--- src/rtl/pulse_width_meter.sv ---
// Measures the synchronized high time of pulse_in in clk cycles and publishes it on W.
// A one-cycle start strobe is issued only when the accepted width changes.
module pulse_width_meter #(
  parameter int WIDTH       = 13,
  parameter int MIN_WIDTH   = 2,
  parameter int SYNC_STAGES = 2
) (
  input  logic             clk,
  input  logic             reset,
  input  logic             pulse_in,
  output logic [WIDTH-1:0] W,
  output logic             start,
  output logic             valid,
  output logic             busy,
  output logic             ovf,
  output logic             runt
);

  typedef enum logic [1:0] {ARM, IDLE, MEASURE} state_t;

  localparam logic [WIDTH-1:0] CNT_MAX = '1;
  localparam logic [WIDTH-1:0] MIN_W   = WIDTH'(MIN_WIDTH);

  state_t                 state_q, state_d;
  logic [SYNC_STAGES-1:0] sync_q, sync_d;
  logic                   ps_d_q, ps_d_d;
  logic [WIDTH-1:0]       cnt_q, cnt_d;
  logic                   sat_q, sat_d;
  logic [WIDTH-1:0]       w_q, w_d;
  logic                   start_q, start_d;
  logic                   valid_q, valid_d;
  logic                   ovf_q, ovf_d;
  logic                   runt_q, runt_d;
  logic                   ps, rise, fall;

  assign ps   = sync_q[SYNC_STAGES-1];
  assign rise = ps & ~ps_d_q;
  assign fall = ~ps & ps_d_q;

  always_comb begin
    sync_d  = {sync_q[SYNC_STAGES-2:0], pulse_in};
    ps_d_d  = ps;
    state_d = state_q;
    cnt_d   = cnt_q;
    sat_d   = sat_q;
    w_d     = w_q;
    valid_d = valid_q;
    start_d = 1'b0;
    ovf_d   = 1'b0;
    runt_d  = 1'b0;
    case (state_q)
      ARM: begin
        if (!ps) state_d = IDLE;
      end
      IDLE: begin
        if (rise) begin
          cnt_d   = WIDTH'(1);
          sat_d   = 1'b0;
          state_d = MEASURE;
        end
      end
      MEASURE: begin
        if (fall) begin
          state_d = IDLE;
          if (sat_q) begin
            ovf_d = 1'b1;
          end else if (cnt_q < MIN_W) begin
            runt_d = 1'b1;
          end else if (!valid_q || (cnt_q != w_q)) begin
            w_d     = cnt_q;
            start_d = 1'b1;
            valid_d = 1'b1;
          end
        end else if (cnt_q != CNT_MAX) begin
          cnt_d = cnt_q + WIDTH'(1);
        end else begin
          sat_d = 1'b1;
        end
      end
      default: state_d = ARM;
    endcase
  end

  // Synchronizer resets high so ARM needs a genuine low before any rise can be seen.
  always_ff @(posedge clk or negedge reset) begin
    if (!reset) begin
      sync_q  <= '1;
      ps_d_q  <= 1'b1;
      state_q <= ARM;
      cnt_q   <= '0;
      sat_q   <= 1'b0;
      w_q     <= '0;
      start_q <= 1'b0;
      valid_q <= 1'b0;
      ovf_q   <= 1'b0;
      runt_q  <= 1'b0;
    end else begin
      sync_q  <= sync_d;
      ps_d_q  <= ps_d_d;
      state_q <= state_d;
      cnt_q   <= cnt_d;
      sat_q   <= sat_d;
      w_q     <= w_d;
      start_q <= start_d;
      valid_q <= valid_d;
      ovf_q   <= ovf_d;
      runt_q  <= runt_d;
    end
  end

  assign W     = w_q;
  assign start = start_q;
  assign valid = valid_q;
  assign busy  = (state_q == MEASURE);
  assign ovf   = ovf_q;
  assign runt  = runt_q;

endmodule

--- config.mk ---
export PLATFORM = sky130hd
export DESIGN_NAME = pulse_width_meter
export DESIGN_NICKNAME = d
export VERILOG_FILES = /design/src/rtl/pulse_width_meter.sv
export SDC_FILE = /design/constraint.sdc
export NUM_CORES = 1
export LEC_CHECK = 0
export ABC_CLOCK_PERIOD_IN_PS = 1840
export CAP_MARGIN = 20
export CORE_MARGIN = 3
export CORE_UTILIZATION = 30
export DETAILED_ROUTE_END_ITERATION = 6
export HOLD_SLACK_MARGIN = 0.05
export SLEW_MARGIN = 20
export SYNTH_ARGS = -nofsm -noshare
export SYNTH_HDL_FRONTEND = slang
export SYNTH_SLANG_ARGS = --single-unit
--- constraint.sdc ---
create_clock -name clk -period 1.84 [get_ports clk]
set_input_delay 0.368 -clock clk [delete_from_list [all_inputs] [get_ports clk]]
set_output_delay 0.368 -clock clk [all_outputs]
set_load 0.1 [all_outputs]
Figure 1. Cell classes on the final placement (run 1).
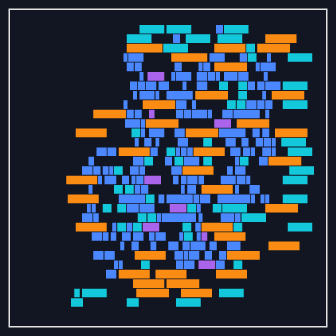
legend:
  registers:
    color: orange
    cells: 36
    share_of_their_area: 32%
  remaining logic cells:
    color: blue
    cells: 168
    share_of_their_area: 42%
  clock drivers and dummy loads:
    color: purple
    cells: 8
    share_of_their_area: 3.2%
  remaining buffers and delay cells:
    color: cyan
    cells: 55
    share_of_their_area: 23%
# rows: 30
core area: 6907 um2

Figure 2. Register map, names as in the netlist (run 1).
Other sequential cells in the stronger gray, the rest of the logic in the fainter gray.
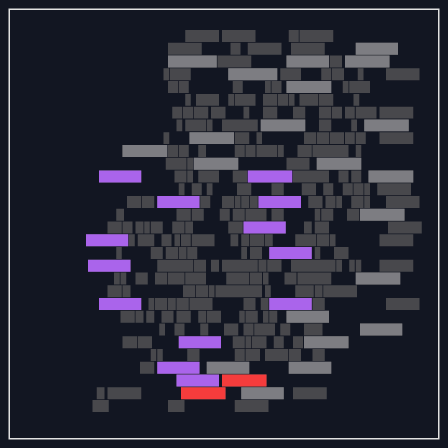
legend:
  sync_q:
    color: red
    placed_flops: 2
  cnt_q:
    color: purple
    placed_flops: 13
not colored: 21
combined flip-flop and latch cell area: 927.1 um2
Post-Route Utilization: 0.4391
sequential power: 978 uW
register fraction of the total cell area: 0.3057

Figure 3. Wiring heat map (run 1).
The die is cut into 18 by 18 equal tiles; dark blue is low, red is high, scaled to the fullest tile. Values are wire area over tile area, all layers added.
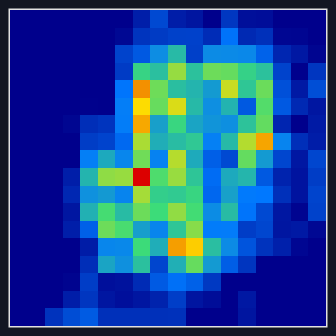
fullest tile: 0.59
tiles over half the peak: 11%
emptiest ninth of the die: upper left

Figure 4. Clock nets (run 1).
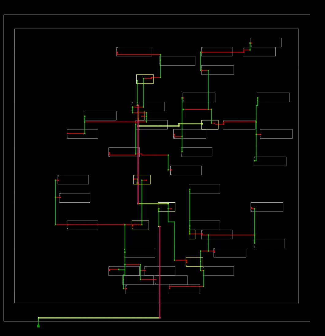
total CTS buffers: 5
clock network power: 604 uW
clock buffers: 6
sequential cell count: 36
Clock Sinks: 36

==> run notes, run 1 <==
Observations from the implementation run.

Power:
- The run puts the leakage dissipation at approximately 0.0014 uW.
- The run puts the cell-internal power at 1690 uW.
- The run puts the fraction of power spent switching nets at 0.4229.

Timing:
- The run gives the number of setup violations in the final report as 0.
- The run puts the final critical-path required period at 1.759 ns.
- The run gives the remaining max-slew budget at the tightest pin as 0.6953.
- Post-route period utilization is reported as 0.9560.
- The run gives the worst path setup slack after routing as 0.08093 ns.

Route:
- For this sky-water flow run, the detailed-routed wirelength per cell is reported as about 16 um.
- The run puts the first-pass iteration count of the detailed router at 5.
- Summed over all nets, wire length on met2 after detailed routing comes to between 2000 and 3000 um.
- The detail route stage leaves a number of antenna-violating nets equal to 0.

Synth:
- A synthesized cell averages between 9 and 10 um2.
- By area the synthesized netlist is led by sky130_fd_sc_hd__dfrtp_1 38%, sky130_fd_sc_hd__nand2_1 6.4%, sky130_fd_sc_hd__o211ai_2 5.2%, sky130_fd_sc_hd__xor2_1 4.8%, sky130_fd_sc_hd__nand4_1 4.0%.
- The run gives the number of instances in the synthesized netlist as 223.
- The run gives the count of library flops with an enable pin as 0.
- The run puts the chip area in the Yosys report at ~2200 um2.
- The run puts the post-synthesis sequential area ratio at 0.4150.
- Of the post-synthesis cell area, the dominant cell type holds 0.3789.
- Of the total synthesized cell area, the portion taken by XOR and XNOR cells is 0.05224.
- The synthesis run shows the most used standard cells to be 37 x sky130_fd_sc_hd__nand2_1, 33 x sky130_fd_sc_hd__dfrtp_1, 14 x sky130_fd_sc_hd__nand4_1.
- Yosys shows that the main logic family after synthesis is simple AND/OR/NAND/NOR gates.
- The run gives the most frequent cell after synthesis as sky130_fd_sc_hd__nand2_1.
- The run puts the number of storage elements in the synthesis netlist at 36.

Floorplanning:
- The run puts the total die area at approximately 8300 um2.
- The floorplan step set the die width to approximately 91 um.
- The die is around 90 um tall.
- The initial utilization of the core area, before any placement, comes to 0.3156.

Global routing:
- The run puts the global-route met2 utilization at 0.2293.
- After global routing, the most crowded layer is met2.
- The run puts the number of global-route vias before repair at 1,892.
- The first global-routing pass estimated 9694 um of wire.

Placement:
- The run gives the standard cell area after detailed placement as ~2800 um2.
- Routability-driven placement finished with a final weighted congestion of between 0.7 and 0.8.

Critical path:
- The run gives the top fanout value on the critical path as 7.
- For the worst setup path, the data required time is about 2 ns.
- The run gives the arrival time at the worst endpoint as approximately 1.9 ns.
- Per the timing report, the most critical flop-to-flop path finishes at cnt_q[10].

Min path:
- The path class of the tightest hold or removal check is reg2reg.
- Hold analysis lists the worst path endpoint as sync_q[1].

Outcome:
- The run finished with clean final reports.

Clock tree:
- The run puts the clock transition at the registers of the reported paths at approximately 0.08 ns.
- The run puts the largest buffer count on any clock path at 2.

Finish:
- Excluding fillers, the count of instances in the completed layout stands at 363.
- The run gives the final instance area as approximately 3000 um2.
run 1: what timing repair did:
item,4_1_cts,5_1_grt
setup endpoints to repair,12,24
hold buffers,1,0
gates resized,1,5
hold endpoints to repair,15,0
setup buffers,1,4
pin swaps,1,2
run 1: worst max-delay path: stages, from the launching register on:
cell                      delay, ns
sky130_fd_sc_hd__dfrtp_2       0.41
sky130_fd_sc_hd__ha_1          0.19
sky130_fd_sc_hd__nand3_1       0.17
sky130_fd_sc_hd__buf_4         0.22
sky130_fd_sc_hd__nor3_2        0.27
sky130_fd_sc_hd__buf_4         0.18
sky130_fd_sc_hd__a31o_2        0.14
sky130_fd_sc_hd__a21oi_1       0.06
run 1: power groups by stage:
stage               Clock (uW)  Combinational (uW)  Sequential, uW
floorplan                    0                 601            1200
global placement             0                1250             987
detailed placement           0                1280             992
CTS                        622                1290             977
global route               651                1420             995
finish                     604                1350             978
run 1: per-stage QoR:
stage                     power (uW)  hold WS (ns)  utilization
after floorplan                 1804       0.07241            -
after global placement          2242        0.3320       0.4098
after detailed placement        2269        0.3387       0.4098
after CTS                       2886        0.3587       0.4292
after global routing            3064        0.3614       0.4391
final                           2929        0.3572       0.4391
run 1: cell type report:
type / count / area, um2
clock buffer: 6 / 82.58
clock inverter: 2 / 10.01
fill: 686 / 3874
inverter: 3 / 13.76
multi-input combinational: 165 / 1201
sequential: 36 / 927.1
tap: 96 / 120.1
timing repair buffer: 55 / 678.2
run 1: state kept, by name, indices dropped and copies added, names as in the netlist:
register	cells
W	13
cnt_q	13
state_q	2
sync_q	2
ovf	1
ps_d_q	1
runt	1
sat_q	1
start	1
valid	1
run 1: logic make-up after synthesis:
logic type,after synthesis
AOI/OAI and AO/OA,43
adders and majority gates,1
buffers and inverters,22
DFF,36
and+or+nand+nor,108
xor gates and xnor gates,13
==> inputs of run 2 (changes only) <==
--- a/config.mk
+++ b/config.mk
@@ -11,6 +11,7 @@
 export CORE_UTILIZATION = 30
 export DETAILED_ROUTE_END_ITERATION = 6
 export HOLD_SLACK_MARGIN = 0.05
+export SKIP_LAST_GASP = 1
 export SLEW_MARGIN = 20
 export SYNTH_ARGS = -nofsm -noshare
 export SYNTH_HDL_FRONTEND = slang
==> run 2 against run 1 <==
Net effect:
- wire length grew 0.14%
- die size unchanged
- sequential cell count did not move
- fmax decreased by 0.21%
- clock skew decreased by 0.0036 ns
- sequential power about the same
- register-to-register slack is essentially flat
- area after synthesis is the same
- worst setup slack got worse by 0.0037 ns
- combinational power barely moved
==> run notes, run 2 <==
Observations from the implementation run.

Outcome:
- The run finished with clean final reports.

Finish:
- The tally of non-filler cells in the final layout is 363 (unchanged).
- The run puts the multi-input gate area in the final layout at 1201 um2 (unchanged).
- The storage element area is 927.1 um2 (unchanged).
- The final instance area was 3033 um2 (unchanged).
- The run puts the fill cell instance count of the final layout at 686 (unchanged).

Floorplanning:
- The die span in x is 91.24 um (unchanged).

Critical path:
- The run puts the buffers plus inverters on the worst setup path at 2 (unchanged).
- The run gives the top fanout value on the critical path as 7 (unchanged).
- The run gives the slowest library cell on the worst path as sky130_fd_sc_hd__dfrtp_2.
- In this run the critical register-to-register path is captured at cnt_q[10].
- In this design, the largest share of critical-path delay is due to simple AND/OR/NAND/NOR gates.
- Among the stages of the critical path, the cell type that occurs most often is sky130_fd_sc_hd__buf_4.
- The run gives the arrival time at the worst endpoint as 1.93 ns (about the same).

Timing:
- The run puts the number of setup violations in the final report at 0 (unchanged).
- The final critical-path share of the clock period was 0.9580 (+0.001995).
- The worst hold slack after final layout was 0.3571 ns (-0.0001420 ns).

Global routing:
- The number of global-route vias before repair was 1,892 (unchanged).
- The run gives the global-route wire length before repair as 9694 um (unchanged).

Clock tree:
- The buffers inserted during post-CTS setup optimization came to 1 (unchanged).
- The post-cts hold buffer count came to 1 (unchanged).
- The run puts the CTS buffer count at 5 (unchanged).

Power:
- The run gives the leakage dissipation as 0.001372 uW (unchanged).
- The run puts the cell-internal power at 1690 uW (about the same).
- The run gives the post-route total power as 2925 uW (-0.15%).

Route:
- The run puts the routed length on met2 at 2885 um (-1.0%).
- The number of antenna-violating nets in the routed design came to 0 (unchanged).
- The post-detailed-route wirelength per cell came to 16.06 um (+0.14%).

Synth:
- The run puts the number of storage elements in the synthesis netlist at 36 (unchanged).
- The run puts the number of instances in the synthesized netlist at 223 (unchanged).
- The synthesis run shows the most used standard cells to be 37 x sky130_fd_sc_hd__nand2_1, 33 x sky130_fd_sc_hd__dfrtp_1, 14 x sky130_fd_sc_hd__nand4_1.
- The run gives the post-synthesis sequential area ratio as 0.4150 (unchanged).

Placement:
- The run gives the weighted congestion at the end of routability-driven global placement as 0.7764 (unchanged).

Min path:
- The run gives the class of the most critical hold timing path as reg2reg.
==> run 2: logic make-up after synthesis <==
| kind of cell | after synthesis | synth area share |
|---|---|---|
| adder cells (fa/ha/maj) | 1 | 0.005740 |
| buffers and inverters | 22 | 0.05396 |
| flip-flops | 36 | 0.4150 |
| AND/OR/NAND/NOR | 108 | 0.3002 |
| XOR/XNOR | 13 | 0.05224 |
| AND-OR/OR-AND | 43 | 0.1728 |
==> run 2: per-layer routing <==
| layer | global-route usage | up-vias |
|---|---|---|
| met5 | 0 | - |
| met4 | 0.06156 | 0 |
| met3 | 0.02734 | 9 |
| met2 | 0.2293 | 59 |
| met1 | 0.1928 | 981 |
| li1 | - | 907 |
==> run 2: layout make-up <==
type	instances	share of cell area
clock buffers	6	0.02723
clock inverters	2	0.003300
inverters	3	0.004538
multi-input cells	165	0.3960
flip-flops and latches	36	0.3057
well taps	96	0.03960
repair buffers	55	0.2236
==> run 2: power by group through the flow <==
| stage | combinational [uW] | clock (uW) | sequential (uW) |
|---|---|---|---|
| after floorplan | 601 | 0 | 1200 |
| after global placement | 1250 | 0 | 987 |
| after detailed placement | 1280 | 0 | 992 |
| after CTS | 1290 | 622 | 977 |
| after global routing | 1420 | 651 | 995 |
| final | 1350 | 598 | 978 |
==> run 2: worst min-delay path by stage <==
stage,startpoint,endpoint,slack (ns),cells past startpoint
after global placement,reset,cnt_q[8],0.33,1
after detailed placement,reset,cnt_q[8],0.34,1
after CTS,sync_q[0],sync_q[1],0.36,0
final,sync_q[0],sync_q[1],0.36,0
after floorplan,reset,W[0],0.07,0
after global routing,sync_q[0],sync_q[1],0.36,0
Figure 5. Clock nets (run 2).
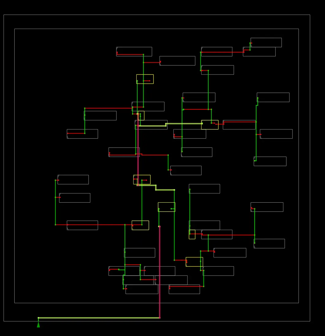
Clk Latency, worst-skew pair: 0.29 ns
worst-case clock skew: 0.009045 ns
clock network power: 598 uW

==> inputs of run 3 (changes only) <==
--- a/config.mk
+++ b/config.mk
@@ -11,6 +11,7 @@
 export CORE_UTILIZATION = 30
 export DETAILED_ROUTE_END_ITERATION = 6
 export HOLD_SLACK_MARGIN = 0.05
+export SETUP_SLACK_MARGIN = 0.5
 export SKIP_LAST_GASP = 1
 export SLEW_MARGIN = 20
 export SYNTH_ARGS = -nofsm -noshare
==> run 3 against run 2 <==
Net effect:
- count of clock-buffer cells in the layout unchanged
- critical path depth increased by 2
- die size did not move
- combinational power is 31% higher
- power rose by 19%
- largest power group unchanged
==> run notes, run 3 <==
Observations from the implementation run.

Synth:
- The post-synthesis sequential area ratio was 0.4150 (unchanged).
- The run puts the number of storage elements in the synthesis netlist at 36 (unchanged).
- The commonest cells after synthesis are 37 x sky130_fd_sc_hd__nand2_1, 33 x sky130_fd_sc_hd__dfrtp_1, 14 x sky130_fd_sc_hd__nand4_1.
- The number of instances in the synthesized netlist came to 223 (unchanged).

Route:
- The run puts the post-detailed-route wirelength per cell at 17.96 um (+12%).
- The run puts the number of antenna-violating nets in the routed design at 0 (unchanged).

Placement:
- The weighted congestion at the end of routability-driven global placement was 0.8182 (+5.4%).

Power:
- The run puts the combinational cell power at 1770 uW (+31%).
- The biggest slice of the total power is consumed by combinational cells.
- The run gives the power in sequential cells as 1010 uW (about the same).
- The run puts the leakage dissipation at 0.001669 uW (+22%).
- The run gives the cell-internal power as 2063 uW (+22%).

Clock tree:
- The run puts the CTS buffer count at 5 (unchanged).
- The run gives the clock latency on the worst-skew pair as 0.29 ns (about the same).

Global routing:
- The run puts the global-route wire length before repair at 11,140 um (+15%).
- The number of global-route vias before repair was 2,164 (+14%).

Finish:
- The final instance area came to 3700 um2 (+22%).
- The run gives the tally of non-filler cells in the final layout as 395 (+8.8%).

Outcome:
- The run finished with clean final reports.

Critical path:
- The run puts the top fanout value on the critical path at 6 (-1).
- The run puts the arrival time at the worst endpoint at 1.88 ns (-0.05 ns).

Floorplanning:
- The die span in x was 91.24 um (unchanged).

Timing:
- The worst hold slack after final layout is 0.1181 ns (-0.2390 ns).
[run 3: cell counts after synthesis]
Identical to the previous run, type by type.
[run 3: cells by family (layout without fill, tap and decap cells)]
kind of cell,Yosys count,after routing,share of synthesized area
compound gates,43,45,0.1728
xor+xnor,13,13,0.05224
simple gates,108,109,0.3002
fa+ha+maj,1,1,0.005740
flops,36,36,0.4150
buf+inv,22,95,0.05396
[run 3: cell type report]
class | count | area (um2)
fillers | 577 | 3207
multi-input cells | 168 | 1555
flip-flops and latches | 36 | 957.2
repair buffers | 84 | 940.9
well taps | 96 | 120.1
clock buffers | 6 | 72.57
clock inverters | 2 | 35.03
inverters | 3 | 18.77
[run 3: repair_timing]
action,in CTS,in global routing
cloned,4,0
hold buffers,0,0
setup buffers,30,10
setup endpoints to repair,40,41
pin swaps,29,28
resized,35,32
hold endpoints to repair,0,0
[run 3: per-layer routing]
| metal | up-vias | wire (um) | track usage | part of all wire |
|---|---|---|---|---|
| met5 | - | 0 | 0 | 0 |
| met4 | 0 | 202 | 0.07789 | 0.028 |
| met3 | 19 | 344 | 0.02568 | 0.048 |
| met2 | 76 | 3554 | 0.2857 | 0.50 |
| met1 | 1080 | 2993 | 0.2086 | 0.42 |
| li1 | 975 | - | - | - |
[run 3: critical path, stage by stage, from the launching register on]
cell	delay [ns]
sky130_fd_sc_hd__dfrtp_1	0.37
sky130_fd_sc_hd__buf_6	0.10
sky130_fd_sc_hd__buf_6	0.10
sky130_fd_sc_hd__nor4_4	0.03
sky130_fd_sc_hd__buf_4	0.16
sky130_fd_sc_hd__a311oi_4	0.29
sky130_fd_sc_hd__buf_4	0.18
sky130_fd_sc_hd__buf_16	0.14
sky130_fd_sc_hd__nand2_1	0.05
sky130_fd_sc_hd__o211ai_1	0.16
Figure 6. Clock network drawn from the DEF (run 3).
The bar under the picture is 20 um long.
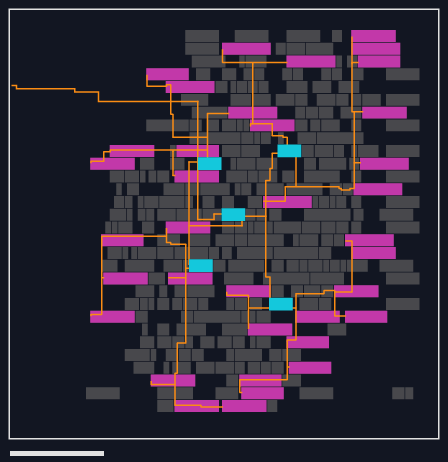
legend:
  flip-flops:
    color: magenta
    count: 36
  clock wires:
    color: orange
    length: 537 um
  clock-net drivers:
    color: cyan
    count: 5
routed clock nets: 6
clock network power: 698 uW
worst-case clock skew: 0.01094 ns
clock network fraction of total power: 0.201

Power is estimated from default activity; no workload was simulated.
